## src/rtl/axi_lite_mmio_bridge_pkg.sv

```systemverilog
// Shared constants and types for the AXI4-Lite to mmio_if bridge and other mmio hosts.
package axi_lite_mmio_bridge_pkg;

  localparam int TIA_MMIO_INDEX_WIDTH = 8;
  localparam int TIA_MMIO_DATA_WIDTH  = 32;

  localparam logic [1:0] TIA_AXI_RESP_OKAY   = 2'b00;
  localparam logic [1:0] TIA_AXI_RESP_SLVERR = 2'b10;
  localparam logic [1:0] TIA_AXI_RESP_DECERR = 2'b11;

  typedef enum logic [2:0] {
    ST_IDLE,
    ST_WRITE_REQ,
    ST_WRITE_RESP,
    ST_READ_REQ,
    ST_READ_RESP
  } bridge_state_e;

  // Response a write earns before reaching the mapper; OKAY means it may be issued.
  function automatic logic [1:0] write_precheck(input logic addr_hi, input logic [3:0] strb);
    if (addr_hi)          return TIA_AXI_RESP_DECERR;
    else if (strb != 4'hF) return TIA_AXI_RESP_SLVERR;
    else                  return TIA_AXI_RESP_OKAY;
  endfunction

endpackage

```

## src/rtl/mmio_if.sv

```systemverilog
// Word-indexed request/ack port between an mmio host and the core memory mapper.
interface mmio_if;
  import axi_lite_mmio_bridge_pkg::*;

  logic                            read_req;
  logic [TIA_MMIO_INDEX_WIDTH-1:0] read_index;
  logic [TIA_MMIO_DATA_WIDTH-1:0]  read_data;
  logic                            read_ack;
  logic                            write_req;
  logic [TIA_MMIO_INDEX_WIDTH-1:0] write_index;
  logic [TIA_MMIO_DATA_WIDTH-1:0]  write_data;
  logic                            write_ack;

  modport host (
    output read_req, read_index, write_req, write_index, write_data,
    input  read_data, read_ack, write_ack
  );

  modport device (
    input  read_req, read_index, write_req, write_index, write_data,
    output read_data, read_ack, write_ack
  );
endinterface

```

## src/rtl/mmio_timeout_counter.sv

```systemverilog
// Request watchdog: counts cycles while enabled and flags the last allowed cycle.
module mmio_timeout_counter #(
  parameter int TIMEOUT_CYCLES = 1024
) (
  input  logic i_clk,
  input  logic i_rst_n,
  input  logic i_clear,
  input  logic i_enable,
  output logic o_expired
);

  localparam int CW = $clog2(TIMEOUT_CYCLES + 1);

  logic [CW-1:0] r_cnt;

  assign o_expired = (r_cnt == CW'(TIMEOUT_CYCLES - 1));

  always_ff @(posedge i_clk or negedge i_rst_n) begin
    if (!i_rst_n)                   r_cnt <= '0;
    else if (i_clear)               r_cnt <= '0;
    else if (i_enable && !o_expired) r_cnt <= r_cnt + 1'b1;
  end

endmodule

```

## src/rtl/axi_lite_mmio_bridge.sv

```systemverilog
// AXI4-Lite slave serialising host reads/writes onto a single-outstanding mmio_if port,
// with a per-request timeout so unmapped indices cannot stall the host bus.
module axi_lite_mmio_bridge
  import axi_lite_mmio_bridge_pkg::*;
#(
  parameter int ADDR_WIDTH     = 32,
  parameter int TIMEOUT_CYCLES = 1024
) (
  input  logic                  clk,
  input  logic                  n_reset,
  input  logic [ADDR_WIDTH-1:0] awaddr,
  input  logic                  awvalid,
  output logic                  awready,
  input  logic [31:0]           wdata,
  input  logic [3:0]            wstrb,
  input  logic                  wvalid,
  output logic                  wready,
  output logic [1:0]            bresp,
  output logic                  bvalid,
  input  logic                  bready,
  input  logic [ADDR_WIDTH-1:0] araddr,
  input  logic                  arvalid,
  output logic                  arready,
  output logic [31:0]           rdata,
  output logic [1:0]            rresp,
  output logic                  rvalid,
  input  logic                  rready,
  mmio_if.host                  mmio_interface
);

  localparam int IW = TIA_MMIO_INDEX_WIDTH;

  bridge_state_e r_state;
  logic          r_last_rd;
  logic          r_awready, r_wready, r_arready;
  logic          r_bvalid, r_rvalid;
  logic [1:0]    r_bresp, r_rresp;
  logic [31:0]   r_rdata;
  logic          r_wreq, r_rreq;
  logic [IW-1:0] r_widx, r_ridx;
  logic [31:0]   r_wdata;

  logic       w_wr_pend, w_rd_pend, w_pick_wr, w_pick_rd;
  logic       w_aw_hi, w_ar_hi, w_in_req, w_expired;
  logic [1:0] w_wr_pre;

  assign w_wr_pend = awvalid && wvalid;
  assign w_rd_pend = arvalid;
  // On contention the kind not served last wins.
  assign w_pick_wr = w_wr_pend && (!w_rd_pend || r_last_rd);
  assign w_pick_rd = w_rd_pend && !w_pick_wr;

  assign w_aw_hi  = |(awaddr >> (IW + 2));
  assign w_ar_hi  = |(araddr >> (IW + 2));
  assign w_wr_pre = write_precheck(w_aw_hi, wstrb);
  assign w_in_req = (r_state == ST_WRITE_REQ) || (r_state == ST_READ_REQ);

  mmio_timeout_counter #(.TIMEOUT_CYCLES(TIMEOUT_CYCLES)) u_tmo (
    .i_clk     (clk),
    .i_rst_n   (n_reset),
    .i_clear   (!w_in_req),
    .i_enable  (w_in_req),
    .o_expired (w_expired)
  );

  // Readies are registered: they are armed from valids seen one cycle earlier (in IDLE,
  // or during the closing response cycle so back-to-back traffic loses no cycle).
  always_ff @(posedge clk or negedge n_reset) begin
    if (!n_reset) begin
      r_state   <= ST_IDLE;
      r_last_rd <= 1'b1;
      r_awready <= 1'b0;
      r_wready  <= 1'b0;
      r_arready <= 1'b0;
      r_bvalid  <= 1'b0;
      r_bresp   <= TIA_AXI_RESP_OKAY;
      r_rvalid  <= 1'b0;
      r_rresp   <= TIA_AXI_RESP_OKAY;
      r_rdata   <= '0;
      r_wreq    <= 1'b0;
      r_widx    <= '0;
      r_wdata   <= '0;
      r_rreq    <= 1'b0;
      r_ridx    <= '0;
    end else begin
      case (r_state)
        ST_IDLE: begin
          if (r_awready) begin
            if (w_wr_pend) begin
              r_awready <= 1'b0;
              r_wready  <= 1'b0;
              r_last_rd <= 1'b0;
              r_widx    <= awaddr[IW+1:2];
              r_wdata   <= wdata;
              if (w_wr_pre != TIA_AXI_RESP_OKAY) begin
                r_bresp  <= w_wr_pre;
                r_bvalid <= 1'b1;
                r_state  <= ST_WRITE_RESP;
              end else begin
                r_wreq  <= 1'b1;
                r_state <= ST_WRITE_REQ;
              end
            end
          end else if (r_arready) begin
            if (arvalid) begin
              r_arready <= 1'b0;
              r_last_rd <= 1'b1;
              r_ridx    <= araddr[IW+1:2];
              if (w_ar_hi) begin
                r_rresp  <= TIA_AXI_RESP_DECERR;
                r_rdata  <= '0;
                r_rvalid <= 1'b1;
                r_state  <= ST_READ_RESP;
              end else begin
                r_rreq  <= 1'b1;
                r_state <= ST_READ_REQ;
              end
            end
          end else begin
            r_awready <= w_pick_wr;
            r_wready  <= w_pick_wr;
            r_arready <= w_pick_rd;
          end
        end
        // Ack is tested before expiry so an ack on the final cycle still succeeds.
        ST_WRITE_REQ: begin
          if (mmio_interface.write_ack) begin
            r_wreq   <= 1'b0;
            r_bresp  <= TIA_AXI_RESP_OKAY;
            r_bvalid <= 1'b1;
            r_state  <= ST_WRITE_RESP;
          end else if (w_expired) begin
            r_wreq   <= 1'b0;
            r_bresp  <= TIA_AXI_RESP_SLVERR;
            r_bvalid <= 1'b1;
            r_state  <= ST_WRITE_RESP;
          end
        end
        ST_WRITE_RESP: begin
          if (bready) begin
            r_bvalid  <= 1'b0;
            r_state   <= ST_IDLE;
            r_awready <= w_pick_wr;
            r_wready  <= w_pick_wr;
            r_arready <= w_pick_rd;
          end
        end
        ST_READ_REQ: begin
          if (mmio_interface.read_ack) begin
            r_rreq   <= 1'b0;
            r_rdata  <= mmio_interface.read_data;
            r_rresp  <= TIA_AXI_RESP_OKAY;
            r_rvalid <= 1'b1;
            r_state  <= ST_READ_RESP;
          end else if (w_expired) begin
            r_rreq   <= 1'b0;
            r_rdata  <= '0;
            r_rresp  <= TIA_AXI_RESP_SLVERR;
            r_rvalid <= 1'b1;
            r_state  <= ST_READ_RESP;
          end
        end
        ST_READ_RESP: begin
          if (rready) begin
            r_rvalid  <= 1'b0;
            r_state   <= ST_IDLE;
            r_awready <= w_pick_wr;
            r_wready  <= w_pick_wr;
            r_arready <= w_pick_rd;
          end
        end
        default: r_state <= ST_IDLE;
      endcase
    end
  end

  assign awready = r_awready;
  assign wready  = r_wready;
  assign arready = r_arready;
  assign bvalid  = r_bvalid;
  assign bresp   = r_bresp;
  assign rvalid  = r_rvalid;
  assign rresp   = r_rresp;
  assign rdata   = r_rdata;

  assign mmio_interface.write_req   = r_wreq;
  assign mmio_interface.write_index = r_widx;
  assign mmio_interface.write_data  = r_wdata;
  assign mmio_interface.read_req    = r_rreq;
  assign mmio_interface.read_index  = r_ridx;

endmodule

```

## src/flat_wrapper.sv

```systemverilog
// flat-port wrapper written by rule: the top's interface ports become plain ports
module axi_lite_mmio_bridge_flat import axi_lite_mmio_bridge_pkg::*;
#(
  parameter int ADDR_WIDTH     = 32,
  parameter int TIMEOUT_CYCLES = 1024
)
  (clk, n_reset, awaddr, awvalid, awready, wdata, wstrb, wvalid, wready, bresp, bvalid, bready, araddr, arvalid, arready, rdata, rresp, rvalid, rready, mmio_interface_read_req, mmio_interface_read_index, mmio_interface_write_req, mmio_interface_write_index, mmio_interface_write_data, mmio_interface_read_data, mmio_interface_read_ack, mmio_interface_write_ack);
  mmio_if mmio_interface_i ();
  input  logic clk;
  input  logic n_reset;
  input  logic [ADDR_WIDTH-1:0] awaddr;
  input  logic awvalid;
  output logic awready;
  input  logic [31:0] wdata;
  input  logic [3:0] wstrb;
  input  logic wvalid;
  output logic wready;
  output logic [1:0] bresp;
  output logic bvalid;
  input  logic bready;
  input  logic [ADDR_WIDTH-1:0] araddr;
  input  logic arvalid;
  output logic arready;
  output logic [31:0] rdata;
  output logic [1:0] rresp;
  output logic rvalid;
  input  logic rready;
  output wire logic [$bits(mmio_interface_i.read_req)-1:0] mmio_interface_read_req;
  output wire logic [$bits(mmio_interface_i.read_index)-1:0] mmio_interface_read_index;
  output wire logic [$bits(mmio_interface_i.write_req)-1:0] mmio_interface_write_req;
  output wire logic [$bits(mmio_interface_i.write_index)-1:0] mmio_interface_write_index;
  output wire logic [$bits(mmio_interface_i.write_data)-1:0] mmio_interface_write_data;
  input wire logic [$bits(mmio_interface_i.read_data)-1:0] mmio_interface_read_data;
  input wire logic [$bits(mmio_interface_i.read_ack)-1:0] mmio_interface_read_ack;
  input wire logic [$bits(mmio_interface_i.write_ack)-1:0] mmio_interface_write_ack;
  assign mmio_interface_read_req = mmio_interface_i.read_req;
  assign mmio_interface_read_index = mmio_interface_i.read_index;
  assign mmio_interface_write_req = mmio_interface_i.write_req;
  assign mmio_interface_write_index = mmio_interface_i.write_index;
  assign mmio_interface_write_data = mmio_interface_i.write_data;
  assign mmio_interface_i.read_data = mmio_interface_read_data;
  assign mmio_interface_i.read_ack = mmio_interface_read_ack;
  assign mmio_interface_i.write_ack = mmio_interface_write_ack;
  axi_lite_mmio_bridge #(.ADDR_WIDTH(ADDR_WIDTH), .TIMEOUT_CYCLES(TIMEOUT_CYCLES)) u_core (.clk(clk), .n_reset(n_reset), .awaddr(awaddr), .awvalid(awvalid), .awready(awready), .wdata(wdata), .wstrb(wstrb), .wvalid(wvalid), .wready(wready), .bresp(bresp), .bvalid(bvalid), .bready(bready), .araddr(araddr), .arvalid(arvalid), .arready(arready), .rdata(rdata), .rresp(rresp), .rvalid(rvalid), .rready(rready), .mmio_interface(mmio_interface_i));
endmodule
```

## config.mk

```make
export PLATFORM = sky130hd
export DESIGN_NAME = axi_lite_mmio_bridge_flat
export DESIGN_NICKNAME = d
export VERILOG_FILES = /design/src/rtl/axi_lite_mmio_bridge_pkg.sv /design/src/rtl/mmio_if.sv /design/src/rtl/mmio_timeout_counter.sv /design/src/rtl/axi_lite_mmio_bridge.sv /design/src/flat_wrapper.sv
export SDC_FILE = /design/constraint.sdc
export NUM_CORES = 1
export LEC_CHECK = 0
export ABC_AREA = 1
export CAP_MARGIN = 10
export CORE_MARGIN = 2
export CORE_UTILIZATION = 35
export CTS_CLUSTER_SIZE = 30
export DETAILED_ROUTE_END_ITERATION = 8
export PLACE_DENSITY_LB_ADDON = 0.12
export SLEW_MARGIN = 20
export SYNTH_ARGS = -nofsm -noshare
export SYNTH_HDL_FRONTEND = slang
export SYNTH_HIERARCHICAL = 1
export SYNTH_SLANG_ARGS = --single-unit
```

## constraint.sdc

```tcl
create_clock -name clk -period 2.4 [get_ports clk]
set_input_delay 0.48 -clock clk [delete_from_list [all_inputs] [get_ports clk]]
set_output_delay 0.48 -clock clk [all_outputs]
set_load 0.1 [all_outputs]
```

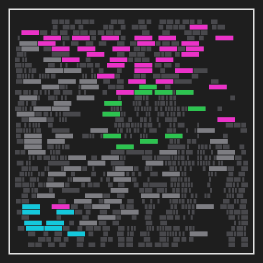
Fig. 1. Register map, names as in the netlist.
(2 px per micron) Other sequential cells in the stronger grey, the rest of the logic in the fainter grey.
name in the netlist	colour	sequential cells
u_core/mmio_interface.write_index	cyan	8
u_core/mmio_interface.write_data	magenta	32
u_core/u_tmo/r_cnt	green	11
final core utilization: 55.4%
Sequential Area: 2650 sq um
total sequential power: 2.74 mW
sequential fraction of total cell area: 35.9%

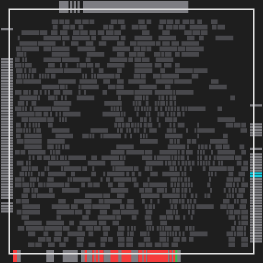
Fig. 2. Ports around the boundary.
(2 px per micron) Pins as bars across the die edge, other pins in grey.
port	colour	pins	direction	edge
araddr	red	32	input	bottom
bresp	cyan	2	output	right
arready	green	1	output	bottom
all pins by edge	70 bottom, 65 top, 57 left, 40 right
Die Y: 121 microns
Port-buffer cells: 227
Die Wd: 121 microns

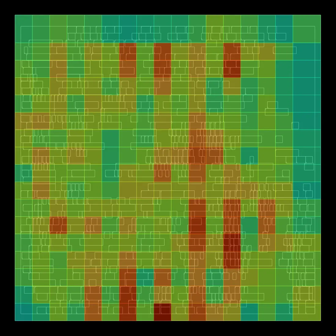
Fig. 3. Congestion heat map.
GR peak layer: met2
Routed WL per cell: 13.8 microns

==> out/metrics.yaml <==
global_route:
  grt_pass1_wl_microns: 20900
  use_met3_pct: 5.08
  overflow: 0
  gr-usage-met2_pct: 29.4
  antenna_found_initial: 0
  grt_max_degree: 50
synthesis:
  netlist-cell-type-count: 35
  syn-cell-area_sq_um: 4830
  synth-compound-area-share_pct: 4.25
  synthTopCellsByArea: "dfrtp_1 (54%), nand2_1 (13%), mux2_2 (10%)"
  ys_top_logic_family: "simple AND/OR/NAND/NOR gates"
  yosys.area.top_type: "dfrtp_1"
  postSynthSeqShare_pct: 55.0
  netlist_instances: 514
  yosys_area_sq_um: 4830
  top_cell: "nand2_1"
  edf_count: 0
  synthSimpleGateAreaFrac_pct: 24.9
  synth_async_sr_flop_share_pct: 100
  ys_sh_xor_pct: 0
setup_path:
  cp.arrival_ns: 2.24
  crit_path_end: "u_core/bresp[1]"
  r2r_cells: 11
  cp.buffers_inverters: 2
  worstPathMaxFanout: 33
  start_kind: "flip-flop"
  startpoint: "u_core/r_state[0]"
  critPathKind: "flip-flop to flip-flop"
  r2r_setup_slack_ns: 0.40
  path_delay_family: "simple AND/OR/NAND/NOR gates"
  crit_top_cell: "nor2_1"
  cp_data_required_time_ns: 2.64
detailed_routing:
  vias_per_cell: 4.64
  ant_nets: 0
  top_layer_used: "met4"
  vias: 4303
  met3_length_microns: 982
  drt-pass1-iter-count: 5
  drc: 0
pwr:
  p_int_mw: 4.95
  combinationalPower_mw: 7.22
  leakagePower_nw: 3.63
  pwr-share-clk_pct: 13.1
  vdd_ir_drop_max_uv: 809
  p_per_area_nw_per_um2: 1550
  p_sw_mw: 6.50
  p_seq_share_pct: 23.9
  top_power_group: "combinational cells"
  p_clk_mw: 1.50
  total_power_mw: 11.5
floorplan:
  pin_count: 232
  taps: 176
  fp.coreArea_sq_um: 13300
layout:
  drive_gt1_share_pct: 25.2
  lay_top_cells: "nand2_1 (169), clkdlybuf4s50_1 (135), dfrtp_1 (105)"
  antenna_cells: 0
  layout.nets: 888
  logic_area_sq_um: 1960
  area_growth_pct: 53.2
  inverters_excl_clock: 29
  nClkBuffers: 11
  flops: 106
  nNonClkBuffers: 234
  largest_cell_class: "registers"
sta:
  hold_viol: 0
  finalSetupViolCount: 0
  relSlewSlack_pct: 62.0
  worst_slack_ns: 0.396
  worstMarginPinSlew_ns: 0.571
  slew_violations: 0
  rsz0062_at_grt: "no"
  skew_ns: 0.00737
  fin_setup_tns_ns: 0
  min_period_ns: 2.00
  fmax_ghz: 0.499
  fin_crit_sh_pct: 83.5
cts:
  cts_hold_buffers: 0
  clk_path_buf_depth: 2
  clk_latency_ns: 0.35
  numCtsBuffers: 9
  clockRootBuffer: "clkbuf_16"
  clock_sinks: 106
  post_cts_buffers: 0
  tritoncts: "built"
min_path:
  min_path_type: "primary input to async pin"
placement:
  dp_hpwl_microns: 9940
  globalplace.congestion: 0.865
  dp.cells: 911
status:
  outcome: "completed"
Power figures rest on the tool's default switching activity, not on a simulated workload.
